`src/rtl/tpp_pkg.sv`:
```
// Shared types and constants for the TPP forward-link encoder.
// The S_CRC state exists only when TPP_ENC_CRC16_EN is defined.
package tpp_pkg;

    typedef enum logic [2:0] {
        S_IDLE,
        S_DELIM,
        S_TCAL1,
        S_TCAL2,
`ifdef TPP_ENC_CRC16_EN
        S_DATA,
        S_CRC
`else
        S_DATA
`endif
    } tpp_state_e;

    // Symbol lengths, expressed in units of U_CYC.
    localparam int MUL_TCAL1 = 16;
    localparam int MUL_TCAL2 = 8;
    localparam int MUL_D00   = 4;
    localparam int MUL_D01   = 7;
    localparam int MUL_D11   = 9;
    localparam int MUL_D10   = 11;

    localparam logic [1:0] SYM_00 = 2'b00;
    localparam logic [1:0] SYM_01 = 2'b01;
    localparam logic [1:0] SYM_11 = 2'b11;
    localparam logic [1:0] SYM_10 = 2'b10;

    localparam logic [15:0] CRC_POLY   = 16'h1021;
    localparam logic [15:0] CRC_PRESET = 16'hFFFF;

    // Two serial CRC-16 steps, d[1] shifted in first.
    function automatic logic [15:0] crc16_step2(input logic [15:0] crc, input logic [1:0] d);
        logic [15:0] c;
        c = crc;
        for (int i = 1; i >= 0; i--) begin
            c = {c[14:0], 1'b0} ^ ((c[15] ^ d[i]) ? CRC_POLY : 16'h0000);
        end
        return c;
    endfunction

endpackage

```
`src/rtl/tpp_crc16.sv`:
```
// CRC-16 accumulator taking one 2-bit symbol per update; output is ones-complemented.
module tpp_crc16
    import tpp_pkg::*;
(
    input  logic        dec_clk,
    input  logic        clear,
    input  logic        update,
    input  logic [1:0]  din,
    output logic [15:0] crc_out
);

    logic [15:0] crc_q;

    always_ff @(posedge dec_clk) begin
        if (clear) begin
            crc_q <= CRC_PRESET;
        end else if (update) begin
            crc_q <= crc16_step2(crc_q, din);
        end
    end

    assign crc_out = ~crc_q;

endmodule

```
`src/rtl/tpp_encoder.sv`:
```
// Interrogator-side TPP pulse-position encoder: delimiter, Tcal1, Tcal2, data symbols.
// Optional trailing CRC-16 symbols are built when TPP_ENC_CRC16_EN is defined.
module tpp_encoder
    import tpp_pkg::*;
#(
    parameter int U_CYC     = 8,
    parameter int PW_CYC    = 12,
    parameter int DELIM_CYC = 24
) (
    input  logic       dec_clk,
    input  logic       rst_n,
    input  logic       tx_start,
    input  logic [1:0] sym_data,
    input  logic       sym_valid,
    input  logic       sym_last,
    output logic       sym_ready,
    output logic       tx_dout,
    output logic       tx_busy,
    output logic       tx_done,
    output logic       underrun
);

    localparam logic [9:0] LEN_DELIM = 10'(DELIM_CYC);
    localparam logic [9:0] LEN_TCAL1 = 10'(MUL_TCAL1 * U_CYC);
    localparam logic [9:0] LEN_TCAL2 = 10'(MUL_TCAL2 * U_CYC);
    localparam logic [9:0] LEN_D00   = 10'(MUL_D00 * U_CYC);
    localparam logic [9:0] LEN_D01   = 10'(MUL_D01 * U_CYC);
    localparam logic [9:0] LEN_D11   = 10'(MUL_D11 * U_CYC);
    localparam logic [9:0] LEN_D10   = 10'(MUL_D10 * U_CYC);
    localparam logic [9:0] LEN_PW    = 10'(PW_CYC);

    function automatic logic [9:0] sym_len(input tpp_state_e st, input logic [1:0] s);
        logic [9:0] len;
        case (st)
            S_DELIM: len = LEN_DELIM;
            S_TCAL1: len = LEN_TCAL1;
            S_TCAL2: len = LEN_TCAL2;
            default: begin
                case (s)
                    SYM_00:  len = LEN_D00;
                    SYM_01:  len = LEN_D01;
                    SYM_11:  len = LEN_D11;
                    default: len = LEN_D10;
                endcase
            end
        endcase
        return len;
    endfunction

    // Line level for a given position: high until the closing low pulse.
    function automatic logic wave(input tpp_state_e st, input logic [9:0] c, input logic [1:0] s);
        logic w;
        case (st)
            S_IDLE:  w = 1'b1;
            S_DELIM: w = 1'b0;
            default: w = (c < (sym_len(st, s) - LEN_PW));
        endcase
        return w;
    endfunction

    tpp_state_e state_q, state_d;
    logic [9:0] cnt_q, cnt_d;
    logic [1:0] sym_q, sym_d;
    logic       last_q, last_d;
    logic       dout_q, dout_d;
    logic       underrun_q, underrun_d;
    logic [1:0] cur_sym, nxt_sym;
    logic       end_sym;

`ifdef TPP_ENC_CRC16_EN
    logic [15:0] crc_val, crc_sh_q, crc_sh_d;
    logic [2:0]  crc_idx_q, crc_idx_d;

    tpp_crc16 u_crc (
        .dec_clk (dec_clk),
        .clear   ((state_q == S_IDLE) && tx_start),
        .update  (sym_ready && sym_valid),
        .din     (sym_data),
        .crc_out (crc_val)
    );

    assign cur_sym = (state_q == S_CRC) ? crc_sh_q[15:14] : sym_q;
    assign nxt_sym = (state_d == S_CRC) ? crc_sh_d[15:14] : sym_d;
`else
    assign cur_sym = sym_q;
    assign nxt_sym = sym_d;
`endif

    assign end_sym = (cnt_q == (sym_len(state_q, cur_sym) - 10'd1));

    always_comb begin
        state_d    = state_q;
        cnt_d      = cnt_q;
        sym_d      = sym_q;
        last_d     = last_q;
        underrun_d = 1'b0;
        sym_ready  = 1'b0;
        tx_done    = 1'b0;
`ifdef TPP_ENC_CRC16_EN
        crc_sh_d   = crc_sh_q;
        crc_idx_d  = crc_idx_q;
`endif
        if (state_q == S_IDLE) begin
            if (tx_start) begin
                state_d = S_DELIM;
                cnt_d   = 10'd0;
            end
        end else if (!end_sym) begin
            cnt_d = cnt_q + 10'd1;
        end else begin
            cnt_d = 10'd0;
            case (state_q)
                S_DELIM: state_d = S_TCAL1;
                S_TCAL1: state_d = S_TCAL2;
                S_TCAL2, S_DATA: begin
                    if ((state_q == S_DATA) && last_q) begin
`ifdef TPP_ENC_CRC16_EN
                        state_d   = S_CRC;
                        crc_sh_d  = crc_val;
                        crc_idx_d = 3'd0;
`else
                        state_d   = S_IDLE;
                        tx_done   = 1'b1;
`endif
                    end else begin
                        sym_ready = 1'b1;
                        if (sym_valid) begin
                            state_d = S_DATA;
                            sym_d   = sym_data;
                            last_d  = sym_last;
                        end else begin
                            // The rising edge into idle closes the previous symbol cleanly.
                            state_d    = S_IDLE;
                            underrun_d = 1'b1;
                        end
                    end
                end
`ifdef TPP_ENC_CRC16_EN
                S_CRC: begin
                    if (crc_idx_q == 3'd7) begin
                        state_d = S_IDLE;
                        tx_done = 1'b1;
                    end else begin
                        crc_idx_d = crc_idx_q + 3'd1;
                        crc_sh_d  = {crc_sh_q[13:0], 2'b00};
                    end
                end
`endif
                default: state_d = S_IDLE;
            endcase
        end
        // Output register tracks the next position so tx_dout aligns with state_q/cnt_q.
        dout_d = wave(state_d, cnt_d, nxt_sym);
    end

    always_ff @(posedge dec_clk or negedge rst_n) begin
        if (!rst_n) begin
            state_q    <= S_IDLE;
            cnt_q      <= 10'd0;
            last_q     <= 1'b0;
            dout_q     <= 1'b1;
            underrun_q <= 1'b0;
`ifdef TPP_ENC_CRC16_EN
            crc_idx_q  <= 3'd0;
`endif
        end else begin
            state_q    <= state_d;
            cnt_q      <= cnt_d;
            last_q     <= last_d;
            dout_q     <= dout_d;
            underrun_q <= underrun_d;
`ifdef TPP_ENC_CRC16_EN
            crc_idx_q  <= crc_idx_d;
`endif
        end
    end

    always_ff @(posedge dec_clk) begin
        sym_q <= sym_d;
`ifdef TPP_ENC_CRC16_EN
        crc_sh_q <= crc_sh_d;
`endif
    end

    assign tx_dout  = dout_q;
    assign tx_busy  = (state_q != S_IDLE);
    assign underrun = underrun_q;

endmodule

```
`config.mk`:
```
export PLATFORM = sky130hd
export DESIGN_NAME = tpp_encoder
export DESIGN_NICKNAME = d
export VERILOG_FILES = /design/src/rtl/tpp_pkg.sv /design/src/rtl/tpp_crc16.sv /design/src/rtl/tpp_encoder.sv
export SDC_FILE = /design/constraint.sdc
export NUM_CORES = 1
export LEC_CHECK = 0
export CORE_ASPECT_RATIO = 2
export CORE_MARGIN = 1
export CORE_UTILIZATION = 35
export DETAILED_ROUTE_END_ITERATION = 6
export GPL_TIMING_DRIVEN = 0
export PLACE_DENSITY = 0.56
export REMOVE_ABC_BUFFERS = 1
export SLEW_MARGIN = 10
export SYNTH_ARGS = -nofsm -noshare
export SYNTH_HDL_FRONTEND = slang
export SYNTH_SLANG_ARGS = --single-unit
export TNS_END_PERCENT = 100
```
`constraint.sdc`:
```
create_clock -name dec_clk -period 10.8 [get_ports dec_clk]
set_clock_uncertainty 0.15 [all_clocks]
set_input_delay 2.16 -clock dec_clk [delete_from_list [all_inputs] [get_ports dec_clk]]
set_output_delay 2.16 -clock dec_clk [all_outputs]
set_load 0.05 [all_outputs]
```
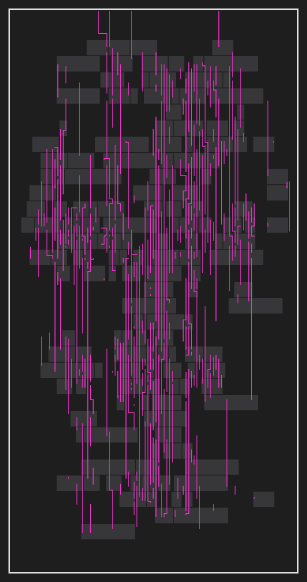
Figure 1: met2 routing.
Cells faint in the background.
nets with wire on the layer: 182
wire length on this layer: 2100 µm
longest straight run: 46.2 µm
Global Route met2 Usage: 34.5%
post-detailed-routing wire length: 3810 µm

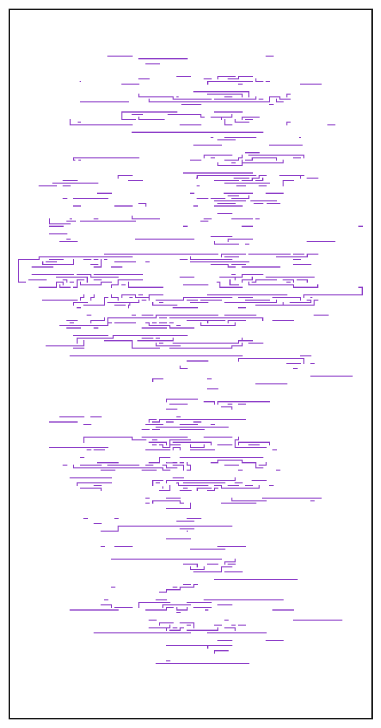
Figure 2: metal 1.
main direction: horizontal
nets with wire on the layer: 183

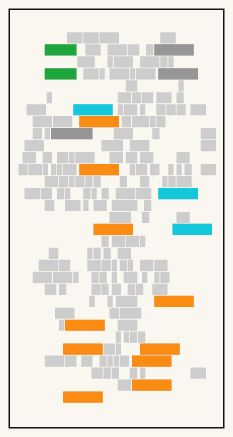
Figure 3: sequential cells coloured by netlist name.
Other sequential cells in the stronger grey, the rest of the logic in the fainter grey.
legend:
  state_q:
    colour: cyan
    placed_flops: 3
  cnt_q:
    colour: orange
    placed_flops: 10
  cur_sym:
    colour: green
    placed_flops: 2
total sequential power: 0.0000673 W
proportion of cell area occupied by registers: 25.9%
area used by sequential logic in the layout: 442 µm²

==> run_results.csv <==
group,metric,value,unit
outcome,outcome,"complete, no violations",
critical_path,delay_of_the_slowest_cell_on_the_worst_path,0.82,ns
sta,final_critical_path_setup_slack,4.56,ns
power,p_int,0.000102,W
placement,post-place-cells,231,
placement,worst_setup_slack_before_clock_tree_synthesis,4.59,ns
critical_path,r2r_end,"tx_dout",
critical_path,critical-path-slowest-cell,"clkdlybuf4s50_1",
floorplanning,floorplan.initialDensity,36.8,%
placement,placedInstanceArea,1650,µm²
hold_path,hold_path_depth,1,
sta,post-route-period-util,57.8,%
sta,fmax,0.160,GHz
detailed_routing,avgRoutedWirePerCell,16.2,µm
synthesis,biggest_area_contributors_in_the_synthesized_netlist,"dfrtp_1 25%, ha_1 13%, o21ai_0 5.7%",
final_layout,finalCoreUtilization,41.7,%
floorplanning,num_tap_cells,52,
sta,hold_viol,0,
final_layout,antennaDiodeCount,0,
cts,cts_setup_buffers,0,
synthesis,yosys-mux-area-fraction,1.41,%
critical_path,classification_of_the_worst_setup_path,"reg -> out",
cts,cts_buffers,3,
power,pg_comb,0.00000429,W
cts,cts_root_buffer,"clkbuf_8",
critical_path,crit_arrival,3.93,ns
synthesis,ys_top_logic_family,"AND-OR/OR-AND gates",
critical_path,cp_common_cell,"nor3_1",
power,power.share.switching,21.1,%
synthesis,post_synth_most_frequent_cells,"17 x o21ai_0, 16 x ha_1, 15 x dfrtp_1, 15 x nand2_1, 12 x nor2_1",
detailed_routing,drt-vias-per-instance,5.77,
final_layout,seq_cells,18,
placement,place_hpwl,3040,µm
critical_path,worstPathMaxFanout,15,
cts,post_cts_hold_buffer_count,0,
detailed_routing,detailedRoute.firstIterationViolations,34,
critical_path,worst_path_dominant_cell_family,"simple AND/OR/NAND/NOR gates",
grt,grtUsageMet3,2.25,%
sta,setup_repair_after_global_routing_missed_its_margin,"false",
cts,h-tree-depth,1,
cts,clock_sink_count,18,
power,power,0.000129,W
critical_path,worstSetupEndpoint,"tx_done",
final_layout,finalInstanceArea,1700,µm²
hold_path,worstHoldPathType,"reg -> reg",
job,stage_log_warnings,31,
grt,congestion_overflow_gr,0,
grt,antenna_found_initial,0,
critical_path,cp_num_buf_inv,1,
Power and IR drop assume default switching activity.
